## src/rtl/cnt_ctrl_pkg.sv

```systemverilog
// Shared types and constants for the enable-counter sequencer.
// The helper gives the modulo-256 distance the counter has travelled since a run began.
package cnt_ctrl_pkg;

   localparam int CNT_W = 8;

   typedef enum logic [1:0] {IDLE, RUN, HOLD, DONE} cnt_ctrl_st_t;

   function automatic logic [CNT_W-1:0] cntDelta(input logic [CNT_W-1:0] now,
                                                 input logic [CNT_W-1:0] base);
      return now - base;
   endfunction

endpackage

```

## src/rtl/cnt_ctrl_if.sv

```systemverilog
// Control/feedback bundle between the register layer, the sequencer and the counter.
// The master drives run requests and counter feedback; the slave (sequencer) drives en/busy/done.
interface cnt_ctrl_if #(
   parameter int PW = 8
);

   logic                          start;
   logic                          stop;
   logic                          pause;
   logic                          periodic;
   logic [cnt_ctrl_pkg::CNT_W-1:0] term;
   logic [PW-1:0]                 presc;
   logic [cnt_ctrl_pkg::CNT_W-1:0] cnt;
   logic                          en;
   logic                          busy;
   logic                          done;

   modport master (
      output start, stop, pause, periodic, term, presc, cnt,
      input  en, busy, done
   );

   modport slave (
      input  start, stop, pause, periodic, term, presc, cnt,
      output en, busy, done
   );

endinterface

```

## src/rtl/cnt_ctrl_presc.sv

```systemverilog
// Prescale divider: holds the captured prescale value and a phase counter.
// tick_o marks the last phase of each step interval.
module cnt_presc #(
   parameter int PW = 8
) (
   input  logic          clk,
   input  logic          rst_n,
   input  logic          load_i,
   input  logic          clear_i,
   input  logic          count_i,
   input  logic [PW-1:0] presc_i,
   output logic          tick_o
);

   logic [PW-1:0] presc_q, presc_d;
   logic [PW-1:0] pdiv_q, pdiv_d;

   assign tick_o = (pdiv_q == presc_q);

   // Clear wins over counting; when neither is asked for the phase simply holds.
   always_comb begin
      presc_d = presc_q;
      pdiv_d  = pdiv_q;
      if (load_i) begin
         presc_d = presc_i;
      end
      if (clear_i) begin
         pdiv_d = '0;
      end else if (count_i) begin
         pdiv_d = tick_o ? '0 : pdiv_q + 1'b1;
      end
   end

   always_ff @(posedge clk or negedge rst_n) begin
      if (!rst_n) begin
         presc_q <= '0;
         pdiv_q  <= '0;
      end else begin
         presc_q <= presc_d;
         pdiv_q  <= pdiv_d;
      end
   end

endmodule

```

## src/rtl/cnt_ctrl.sv

```systemverilog
// Sequencer for the 8-bit enable counter: issues term single-cycle en steps spaced by
// the prescaler, flags done, and optionally restarts periodically.
module cnt_ctrl
   import cnt_ctrl_pkg::*;
#(
   parameter int PW = 8
) (
   input  logic      clk,
   input  logic      rst_n,
   cnt_ctrl_if.slave ctrl_io
);

   cnt_ctrl_st_t     st_q;
   logic [CNT_W-1:0] base_q;
   logic [CNT_W-1:0] term_q;
   logic [CNT_W-1:0] steps_q;
   logic             per_q;
   logic             en_q;
   logic             busy_q;
   logic             done_q;

   logic startGo;
   logic runEdge;
   logic allIssued;
   logic restart;
   logic prescClear;
   logic prescCount;
   logic tick;
   logic issue;

   // A run edge is any RUN/HOLD edge without stop or pause, so HOLD resumes on the
   // very edge pause drops. In a periodic restart the DONE cycle also serves as the
   // first prescale phase of the next run, which keeps the period at term*(presc+1)+1.
   assign startGo    = (st_q == IDLE) && ctrl_io.start && !ctrl_io.stop && !ctrl_io.pause;
   assign runEdge    = ((st_q == RUN) || (st_q == HOLD)) && !ctrl_io.stop && !ctrl_io.pause;
   assign allIssued  = (steps_q == term_q);
   assign restart    = (st_q == DONE) && per_q && !ctrl_io.stop;
   assign prescClear = startGo || (runEdge && allIssued);
   assign prescCount = (runEdge && !allIssued) || (restart && !ctrl_io.pause);
   assign issue      = tick && ((runEdge && !allIssued) ||
                                (restart && !ctrl_io.pause && (term_q != '0)));

   cnt_presc #(.PW(PW)) u_presc (
      .clk     (clk),
      .rst_n   (rst_n),
      .load_i  (startGo),
      .clear_i (prescClear),
      .count_i (prescCount),
      .presc_i (ctrl_io.presc),
      .tick_o  (tick)
   );

   // Run FSM with registered en/busy/done; en and done default low every edge.
   always_ff @(posedge clk or negedge rst_n) begin
      if (!rst_n) begin
         st_q    <= IDLE;
         base_q  <= '0;
         term_q  <= '0;
         steps_q <= '0;
         per_q   <= 1'b0;
         en_q    <= 1'b0;
         busy_q  <= 1'b0;
         done_q  <= 1'b0;
      end else begin
         en_q   <= 1'b0;
         done_q <= 1'b0;
         case (st_q)
            IDLE: begin
               if (startGo) begin
                  base_q  <= ctrl_io.cnt;
                  term_q  <= ctrl_io.term;
                  per_q   <= ctrl_io.periodic;
                  steps_q <= '0;
                  busy_q  <= 1'b1;
                  if (ctrl_io.term == '0) begin
                     st_q   <= DONE;
                     done_q <= 1'b1;
                  end else begin
                     st_q <= RUN;
                  end
               end
            end
            RUN, HOLD: begin
               if (ctrl_io.stop) begin
                  st_q   <= IDLE;
                  busy_q <= 1'b0;
               end else if (ctrl_io.pause) begin
                  st_q <= HOLD;
               end else if (allIssued) begin
                  st_q   <= DONE;
                  done_q <= 1'b1;
               end else begin
                  st_q <= RUN;
                  if (issue) begin
                     en_q    <= 1'b1;
                     steps_q <= steps_q + 1'b1;
                  end
               end
            end
            DONE: begin
               if (restart) begin
                  st_q    <= RUN;
                  base_q  <= ctrl_io.cnt;
                  steps_q <= issue ? CNT_W'(1) : '0;
                  en_q    <= issue;
               end else begin
                  st_q   <= IDLE;
                  busy_q <= 1'b0;
               end
            end
            default: begin
               st_q   <= IDLE;
               busy_q <= 1'b0;
            end
         endcase
      end
   end

   assign ctrl_io.en   = en_q;
   assign ctrl_io.busy = busy_q;
   assign ctrl_io.done = done_q;

`ifdef ASSERTS_SV
   aEnOnlyInRun: assert property (@(posedge clk) disable iff (!rst_n) en_q |-> (st_q == RUN));
   aDonePulse:   assert property (@(posedge clk) disable iff (!rst_n) done_q |=> !done_q);
   aDoneCount:   assert property (@(posedge clk) disable iff (!rst_n)
                    (st_q == DONE) |-> (cntDelta(ctrl_io.cnt, base_q) == term_q));
   aNoX:         assert property (@(posedge clk) disable iff (!rst_n)
                    !$isunknown({en_q, busy_q, done_q}));
`endif

endmodule
```

## src/flat_wrapper.sv

```systemverilog
// flat-port wrapper written by rule: the top's interface ports become plain ports
module cnt_ctrl_flat import cnt_ctrl_pkg::*;
#(
   parameter int PW = 8
)
  (clk, rst_n, ctrl_io_start, ctrl_io_stop, ctrl_io_pause, ctrl_io_periodic, ctrl_io_term, ctrl_io_presc, ctrl_io_cnt, ctrl_io_en, ctrl_io_busy, ctrl_io_done);
  cnt_ctrl_if #(.PW(PW)) ctrl_io_i ();
  input  logic clk;
  input  logic rst_n;
  input wire logic [$bits(ctrl_io_i.start)-1:0] ctrl_io_start;
  input wire logic [$bits(ctrl_io_i.stop)-1:0] ctrl_io_stop;
  input wire logic [$bits(ctrl_io_i.pause)-1:0] ctrl_io_pause;
  input wire logic [$bits(ctrl_io_i.periodic)-1:0] ctrl_io_periodic;
  input wire logic [$bits(ctrl_io_i.term)-1:0] ctrl_io_term;
  input wire logic [$bits(ctrl_io_i.presc)-1:0] ctrl_io_presc;
  input wire logic [$bits(ctrl_io_i.cnt)-1:0] ctrl_io_cnt;
  output wire logic [$bits(ctrl_io_i.en)-1:0] ctrl_io_en;
  output wire logic [$bits(ctrl_io_i.busy)-1:0] ctrl_io_busy;
  output wire logic [$bits(ctrl_io_i.done)-1:0] ctrl_io_done;
  assign ctrl_io_i.start = ctrl_io_start;
  assign ctrl_io_i.stop = ctrl_io_stop;
  assign ctrl_io_i.pause = ctrl_io_pause;
  assign ctrl_io_i.periodic = ctrl_io_periodic;
  assign ctrl_io_i.term = ctrl_io_term;
  assign ctrl_io_i.presc = ctrl_io_presc;
  assign ctrl_io_i.cnt = ctrl_io_cnt;
  assign ctrl_io_en = ctrl_io_i.en;
  assign ctrl_io_busy = ctrl_io_i.busy;
  assign ctrl_io_done = ctrl_io_i.done;
  cnt_ctrl #(.PW(PW)) u_core (.clk(clk), .rst_n(rst_n), .ctrl_io(ctrl_io_i));
endmodule
```

## config.mk

```make
export PLATFORM = sky130hd
export DESIGN_NAME = cnt_ctrl_flat
export DESIGN_NICKNAME = d
export VERILOG_FILES = /design/src/rtl/cnt_ctrl_pkg.sv /design/src/rtl/cnt_ctrl_if.sv /design/src/rtl/cnt_ctrl_presc.sv /design/src/rtl/cnt_ctrl.sv /design/src/flat_wrapper.sv
export SDC_FILE = /design/constraint.sdc
export NUM_CORES = 1
export LEC_CHECK = 0
export ABC_CLOCK_PERIOD_IN_PS = 2900
export CAP_MARGIN = 10
export CELL_PAD_IN_SITES_DETAIL_PLACEMENT = 0
export CELL_PAD_IN_SITES_GLOBAL_PLACEMENT = 1
export CORE_MARGIN = 4
export CORE_UTILIZATION = 52
export DETAILED_ROUTE_END_ITERATION = 10
export DONT_BUFFER_PORTS = 1
export GPL_ROUTABILITY_DRIVEN = 0
export PLACE_DENSITY = 0.87
export SLEW_MARGIN = 0
export SYNTH_ARGS = -nofsm -noshare
export SYNTH_HDL_FRONTEND = slang
export SYNTH_SLANG_ARGS = --single-unit
```

## constraint.sdc

```tcl
create_clock -name clk -period 2.9 [get_ports clk]
set_input_delay 0.29 -clock clk [delete_from_list [all_inputs] [get_ports clk]]
set_output_delay 0.29 -clock clk [all_outputs]
set_load 0.05 [all_outputs]
```

==> results_slide.txt, run 1 <==
Synthesis and Place & Route Summary

Critical path
  – Critical Path Sink Type: register
  – Worst Path Max Fanout: 7
  – R2R Path End: u_core.u_presc.pdiv_q[5]
  – FF-to-FF Start: u_core.st_q[1]
  – Critical path's slowest cell: o31ai_1
  – Critical path startpoint category: register
  – Setup crit end: u_core.u_presc.pdiv_q[5]
  – Worst Path Buf+Inv: 1
  – Worst path max stage delay: between 0.6 and 0.7 ns
  – Reg2Reg Setup Slack: 0.71 ns
  – Crit-path leading delay family: AND-OR/OR-AND gates
  – Worst Path Arrival: 2.36 ns

Clock tree
  – Cts bufs inserted: 5
  – Post_cts resized: 0
  – Clk root buf: clkbuf_8

Drt
  – ANT nets after route: 0
  – Residual DRC count: 0
  – Drt wl/cell: between 15 and 20 um
  – Via count: 1692
  – Drt first pass iters: 4
  – Drt total wl: 4.52 mm
  – DR top layer: met4

Cells and area
  – NumNets Final: between 200 and 300
  – Area growth, synth to finish: 11.3%
  – N_diodes: 0
  – Commonest Layout Cell: nand2_1
  – Fin cells: about 290
  – Signal inverters: 15
  – # fillers: 372
  – Logic area: roughly 1100 um^2
  – Top class by area: multi-input combinational cells

Logic synthesis
  – Yosys Chip Area: 2150 um^2
  – Yosys cell count: 229
  – Post-Syn Area: approximately 2200 um^2
  – XOR Share, Synth: under 10%
  – Post-Syn Instances: 229
  – MUX share of area: 0.930%
  – Simple-Gate Area Share: a little over a quarter
  – Area leader share: 44.2%
  – Post-synth EDFFs: 0
  – Distinct cells, synth: 44
  – Adder-cell area share of the yosys netlist: slightly below 3%
  – Top non-seq family: simple AND/OR/NAND/NOR gates

Pwr
  – Net load switching power: approximately 0.001 W
  – PwrDens: ~1000 nW/um^2
  – Logic pwr share: 37.6%

Die
  – Well Taps: 50
  – Die Span Y: ~72 um
  – Core area: 4000 um^2
  – Chip area: 5230 um^2
  – Die W: 72.3 um

Timing
  – Fin crit share: approximately 75%
  – Peak Freq: around 0.46 GHz
  – Final worst slack: 0.712 ns
  – Setup TNS: 0 ns
  – Worst-Margin Slew: 0.774 ns
  – Fin. Hold Viols: 0
  – Hold WS: 0.101 ns
  – Final setup fails: 0

Worst hold path
  – Worst hold endpoint: u_core.term_q[1]

Global routing
  – GRT met2 Usage: between 30% and 40%
  – Global-route wire length before repair: roughly 8.1 mm
  – M1 GR Usage: 26.2%
  – Initial antenna violation count: 0
  – Met3 usage in global routing: 5.82%

Outcome
  – Status: completed

Placed design
  – Placed inst area: 2220 um^2
  – Place WS: 0.781 ns
## run 1: power groups by stage
| stage | registers [W] | clock network (W) | logic, W |
|---|---|---|---|
| after global placement | 0.000998 | 0 | 0.000908 |
| after detailed placement | 0.00101 | 0 | 0.000927 |
| after global routing | 0.00103 | 0.000590 | 0.00106 |
| after CTS | 0.000996 | 0.000565 | 0.000950 |
| final | 0.000999 | 0.000556 | 0.000937 |
| after floorplan | 0.000940 | 0 | 0.000757 |
## run 1: registers in the layout, indices dropped and copies added (netlist names)
| signal | flops |
|---|---|
| u_core.ctrl_io.done | 1 |
| u_core.u_presc.presc_q | 8 |
| u_core.steps_q | 8 |
| u_core.term_q | 8 |
| u_core.u_presc.pdiv_q | 8 |
| u_core.ctrl_io.en | 1 |
| u_core.ctrl_io.busy | 1 |
| u_core.per_q | 1 |
| u_core.st_q | 2 |
## run 1: timing repair
action,4_1_cts,5_1_grt
hold endpoints to repair,38,0
hold buffers,2,0
buffers inserted,0,0
## run 1: Yosys cell counts, types with 3 or more instances
| master | n |
|---|---|
| or3_1 | 3 |
| dfrtp_1 | 38 |
| o21ai_0 | 4 |
| clkbuf_1 | 4 |
| o211ai_1 | 5 |
| nand4_1 | 5 |
| nor4_1 | 4 |
| nand2_1 | 59 |
| ha_1 | 5 |
| and3_1 | 4 |
| inv_1 | 15 |
| xor2_1 | 20 |
| nor3_1 | 3 |
| nand3_1 | 10 |
| nor2_1 | 10 |
| a21oi_1 | 5 |
## run 1: stage by stage
step | power [W] | util (%)
global route | 0.00268 | 59.9
global placement | 0.00191 | 55.6
detailed placement | 0.00193 | 55.6
finish | 0.00249 | 59.9
floorplan | 0.00170 | -
CTS | 0.00251 | 59.9
==> run_1/sizes.png <==
Bar = 20 um.
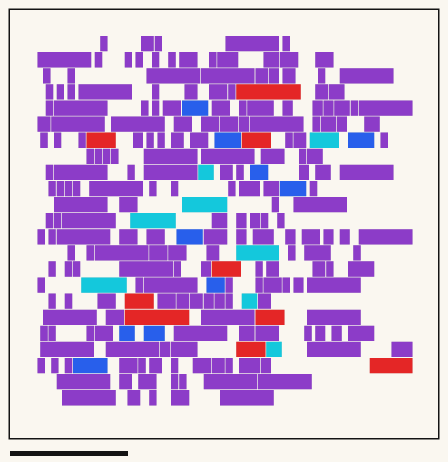
| color | size | cells | share |
|---|---|---|---|
| blue | _2 cells | 10 | 4.2% |
| cyan | _3 and _4 cells | 8 | 3.4% |
| purple | _0 and _1 cells | 211 | 89% |
| red | _6 and larger | 9 | 3.8% |

==> run_1/clk_routes.png <==
Bar = 20 um.
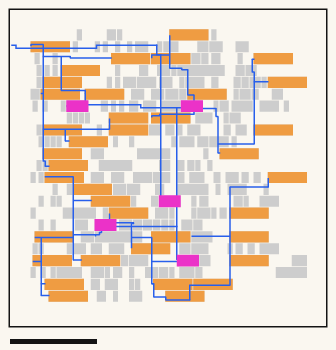
[blue] clock wires | length: 504 um
[magenta] clock drivers | count: 5
[orange] flip-flops | count: 38
flops lie: widely spread
clk latency late pin: 0.29 ns
clock network power share: 22.3%
Clk. pwr: 0.000556 W
clock skew: 0.00832 ns

==> run_1/flops_by_reg.png <==
Bar = 20 um. Other sequential cells in the stronger gray, the rest of the logic in the fainter gray.
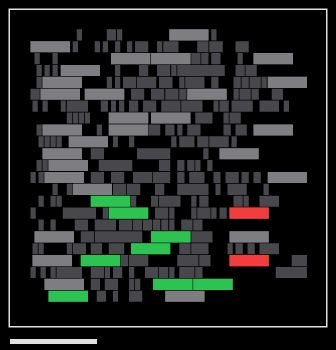
| color | netlist name | sequential cells |
|---|---|---|
| green | u_core.u_presc.pdiv_q | 8 |
| red | u_core.st_q | 2 |
not colored: 28
Seq area share: 39.7%
Seq. cell area: 951 um^2
seq pwr: 0.000999 W
Finished Core Util: 59.9%

==> run_1/clocks.png <==
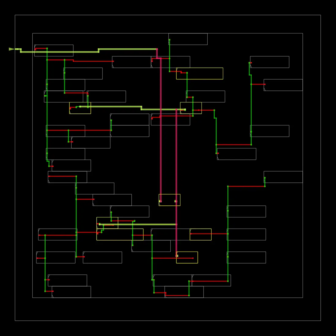
CTS sink cnt: 38
Flops: 38
clock buf count: 6

--- run 2 (diff from run 1) ---
--- a/config.mk
+++ b/config.mk
@@ -5,16 +5,16 @@
 export SDC_FILE = /design/constraint.sdc
 export NUM_CORES = 1
 export LEC_CHECK = 0
-export ABC_CLOCK_PERIOD_IN_PS = 2900
+export ABC_CLOCK_PERIOD_IN_PS = 2029
 export CAP_MARGIN = 10
 export CELL_PAD_IN_SITES_DETAIL_PLACEMENT = 0
 export CELL_PAD_IN_SITES_GLOBAL_PLACEMENT = 1
 export CORE_MARGIN = 4
-export CORE_UTILIZATION = 52
+export CORE_UTILIZATION = 48
 export DETAILED_ROUTE_END_ITERATION = 10
 export DONT_BUFFER_PORTS = 1
 export GPL_ROUTABILITY_DRIVEN = 0
-export PLACE_DENSITY = 0.87
+export PLACE_DENSITY = 0.81
 export SLEW_MARGIN = 0
 export SYNTH_ARGS = -nofsm -noshare
 export SYNTH_HDL_FRONTEND = slang
==> constraint.sdc (replaced) <==
create_clock -name clk -period 2.03 [get_ports clk]
set_input_delay 0.203 -clock clk [delete_from_list [all_inputs] [get_ports clk]]
set_output_delay 0.203 -clock clk [all_outputs]
set_load 0.05 [all_outputs]
==> run_2/clocks.png <==
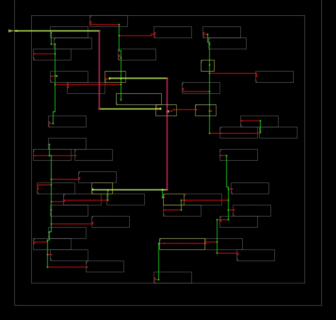
Clk. pwr: 0.000769 W
cts bufs inserted: 5

==> results_slide.txt, run 2 <==
Synthesis and Place & Route Summary

Outcome
  – Status: completed

Drt
  – Residual DRC count: 0 (unchanged)
  – Via count: 1695 (+0.18%)
  – Mean number of vias per cell: 5.52
  – Met2 wire length: 1.96 mm
  – ANT nets after route: 0 (unchanged)
  – DR top layer: met4
  – Drt first pass iters: 4 (unchanged)
  – Drt total wl: 4.71 mm (+4.2%)
  – Met3 wire length: 289 um
  – DRT met1 WL: 2.40 mm
  – Drt initial violations: 111
  – Drt wl/cell: 15.3 um (-2.3%)

Job
  – Max_cap viols: 0
  – Tool warning count: 36

Timing
  – RSZ-0062 raised after global routing: false
  – Hold WS: 0.0149 ns (-0.0859 ns)
  – Fin. max-slew vios: 0
  – Final setup fails: 0 (unchanged)
  – Tmin final: 1.91 ns
  – Peak Freq: 0.523 GHz (+14%)
  – Final worst slack: 0.116 ns (-0.595 ns)
  – Fin. Hold Viols: 0 (unchanged)
  – Fin crit share: 94.3% (+19 points)
  – Worst-Margin Slew: 0.532 ns (-0.242 ns)
  – Slew HR: between 60% and 70%

Critical path
  – Critical path startpoint category: register
  – Worst Path Max Fanout: 5 (-2)
  – Worst Path Arrival: 2.12 ns (-0.24 ns)
  – Critical Path RT: approximately 2.2 ns
  – CP Class: reg2reg
  – Critical Path Sink Type: register
  – Reg2Reg Setup Slack: 0.12 ns (-0.60 ns)

Global routing
  – GRT Total Usage: between 10% and 20%
  – GR peak layer: met1
  – M1 GR Usage: 31.0% (+4.9 points)
  – Met3 usage in global routing: 6.01% (+0.19 points)
  – Initial antenna violation count: 0 (unchanged)
  – Global-route wire length before repair: 8.41 mm (+4.4%)
  – Grt total ovfl: 0
  – Vias in the first global route: 1725
  – Largest net degree at the start of global routing: 39
  – GRT met2 Usage: 27.0% (-4.3 points)

Logic synthesis
  – Synth Seq Share: 44.2%
  – Simple-Gate Area Share: 27.3% (unchanged)
  – Top non-seq family: simple AND/OR/NAND/NOR gates
  – Count leader, synth: nand2_1
  – Post-synth EDFFs: 0 (unchanged)
  – Yosys Chip Area: 2150 um^2 (unchanged)
  – Post-Syn Area: 2150 um^2 (unchanged)
  – Top cells by area: dfrtp_1 44%, nand2_1 10%, xor2_1 8.1%, ha_1 2.9%, inv_1 2.6%
  – Adder-cell area share of the yosys netlist: 2.91% (unchanged)
  – Syn avg cell area: 9.40 um^2
  – Synth area leader: dfrtp_1
  – Post-Syn Instances: 229 (unchanged)
  – Yosys cell count: 229 (unchanged)
  – Synth warn: 0
  – Prevailing post-synth register cell: dfrtp_1
  – Post-synthesis register bit count: 38
  – Area leader share: 44.2% (unchanged)
  – Distinct cells, synth: 44 (unchanged)
  – Complex-gate fraction of the synthesized area: 12.5%
  – MUX share of area: 0.930% (unchanged)
  – Post-Syn Nets: 264
  – XOR Share, Synth: 8.90% (unchanged)
  – Asr flop ratio synth: 100%
  – Post-synth top cells: 59 x nand2_1, 38 x dfrtp_1, 20 x xor2_1

Clock tree
  – Hold Buf Count CTS: 2 (unchanged)
  – Post_cts resized: 1 (+1)
  – Worst-path clk slew: approximately 0.08 ns
  – Longest Clk Path Bufs: 2
  – Clk root buf: clkbuf_8
  – CTS tree: yes
  – CTS sink cnt: 38 (unchanged)
  – H-tree levels: 2
  – Clk latency late pin: 0.29 ns (about the same)
  – Postcts setup bufs: 0 (unchanged)

Cells and area
  – NumNets Final: 289 (+6.3%)
  – Area growth, synth to finish: 18.5%
  – Layout cells sized above 1: 19.2%
  – N_diodes: 0 (unchanged)
  – Post-route design area: approximately 2500 um^2
  – Most numerous logic cells after layout: 59 x nand2_1, 38 x dfrtp_1, 20 x xor2_1, 20 x buf_4, 15 x inv_1
  – Commonest Layout Cell: nand2_1

Placed design
  – Detailed placer's ending HPWL: 3.53 mm
  – Place WS: -0.0856 ns (-0.867 ns)
  – Number of port buffers: 0
  – Placed inst area: 2350 um^2 (+5.9%)

Pwr
  – P_leak: 1.24 nW
  – PwrDens: 1510 nW/um^2 (+45%)
  – Total power: 0.00385 W (+54%)
  – Worst vdd ir: 0.000696 V

Die
  – Core area: 4350 um^2 (+8.9%)
  – Die Span Y: 75.0 um (+3.6%)
  – FP Core Util: 49.4%
  – I/O Pins: 33
  – Num rows: 24
  – Die W: 75.0 um (+3.6%)
  – Chip area: 5620 um^2 (+7.4%)

Worst hold path
  – HP Class: in2reg
==> run_2/clk_routes.png <==
Bar = 20 um.
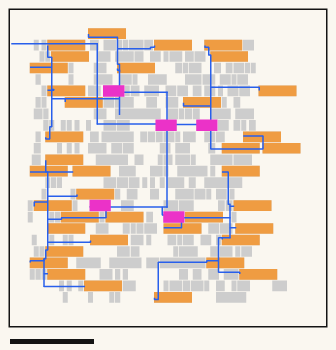
[magenta] clock drivers | count: 5
[blue] clock wires | length: 450 um
[orange] flip-flops | count: 38
flops lie: widely spread
routed clock nets: 6
clock skew: 0.00597 ns
clock network power share: 20.0%

## run 2: cell types whose count changed in the layout (fill, tap and decap cells not counted), moves of 2 or more
cell / previous run / this run
buf_4: 3 / 20
ha_1: 5 / 3
nor3_2: 0 / 2
nor3_1: 3 / 1
## run 2: worst max-delay path, stage by stage, from the launching register on
cell and delay [ns]:
dfrtp_1 0.40, ha_2 0.27, nand3b_4 0.10, a211oi_2 0.32
o211ai_4 0.15, or4b_4 0.53, o211ai_2 0.07
## run 2: worst paths after layout
| kind | end | depth (start not counted) | startpoint |
|---|---|---|---|
| worst max-delay path | u_core.steps_q[5] | 6 | u_core.st_q[1] |
| worst min-delay path | u_core.u_presc.presc_q[1] | 2 | ctrl_io_presc[1] |
| worst max register to register | u_core.steps_q[5] | 6 | u_core.st_q[1] |
| worst min register to register | u_core.u_presc.presc_q[6] | 2 | u_core.u_presc.presc_q[6] |
| max in group asynchronous | u_core.steps_q[3] | 2 | rst_n |
| min in group asynchronous | u_core.u_presc.pdiv_q[6] | 2 | rst_n |
## run 2: final cells by class
cell class / count / area [um^2]
Clock buffer: 5 / 68.8
Tap cell: 52 / 65.1
Timing Repair Buffer: 22 / 180
Sequential cell: 38 / 951
Multi-Input combinational cell: 172 / 1160
Inverter: 15 / 56.3
Clock inverter: 3 / 68.8
Fill cell: 377 / 1800
## run 2: per-stage QoR
stage / utilization, % / instances / setup TNS (ns)
3_5_place_dp: 54.0 / 297 / -0.298
2_1_floorplan: - / 229 / 0
4_1_cts: 58.0 / 307 / 0
6_report: 58.6 / 307 / 0
5_1_grt: 58.6 / 307 / 0
3_3_place_gp: 54.0 / 297 / -0.103
## run 2: power by group
group | internal, W | switching (W)
Sequential | 0.00105 | 0.000334
Combinational | 0.000762 | 0.000935
Clock | 0.000492 | 0.000277
Total | 0.00230 | 0.00155
Power is estimated from default activity; no workload was simulated.
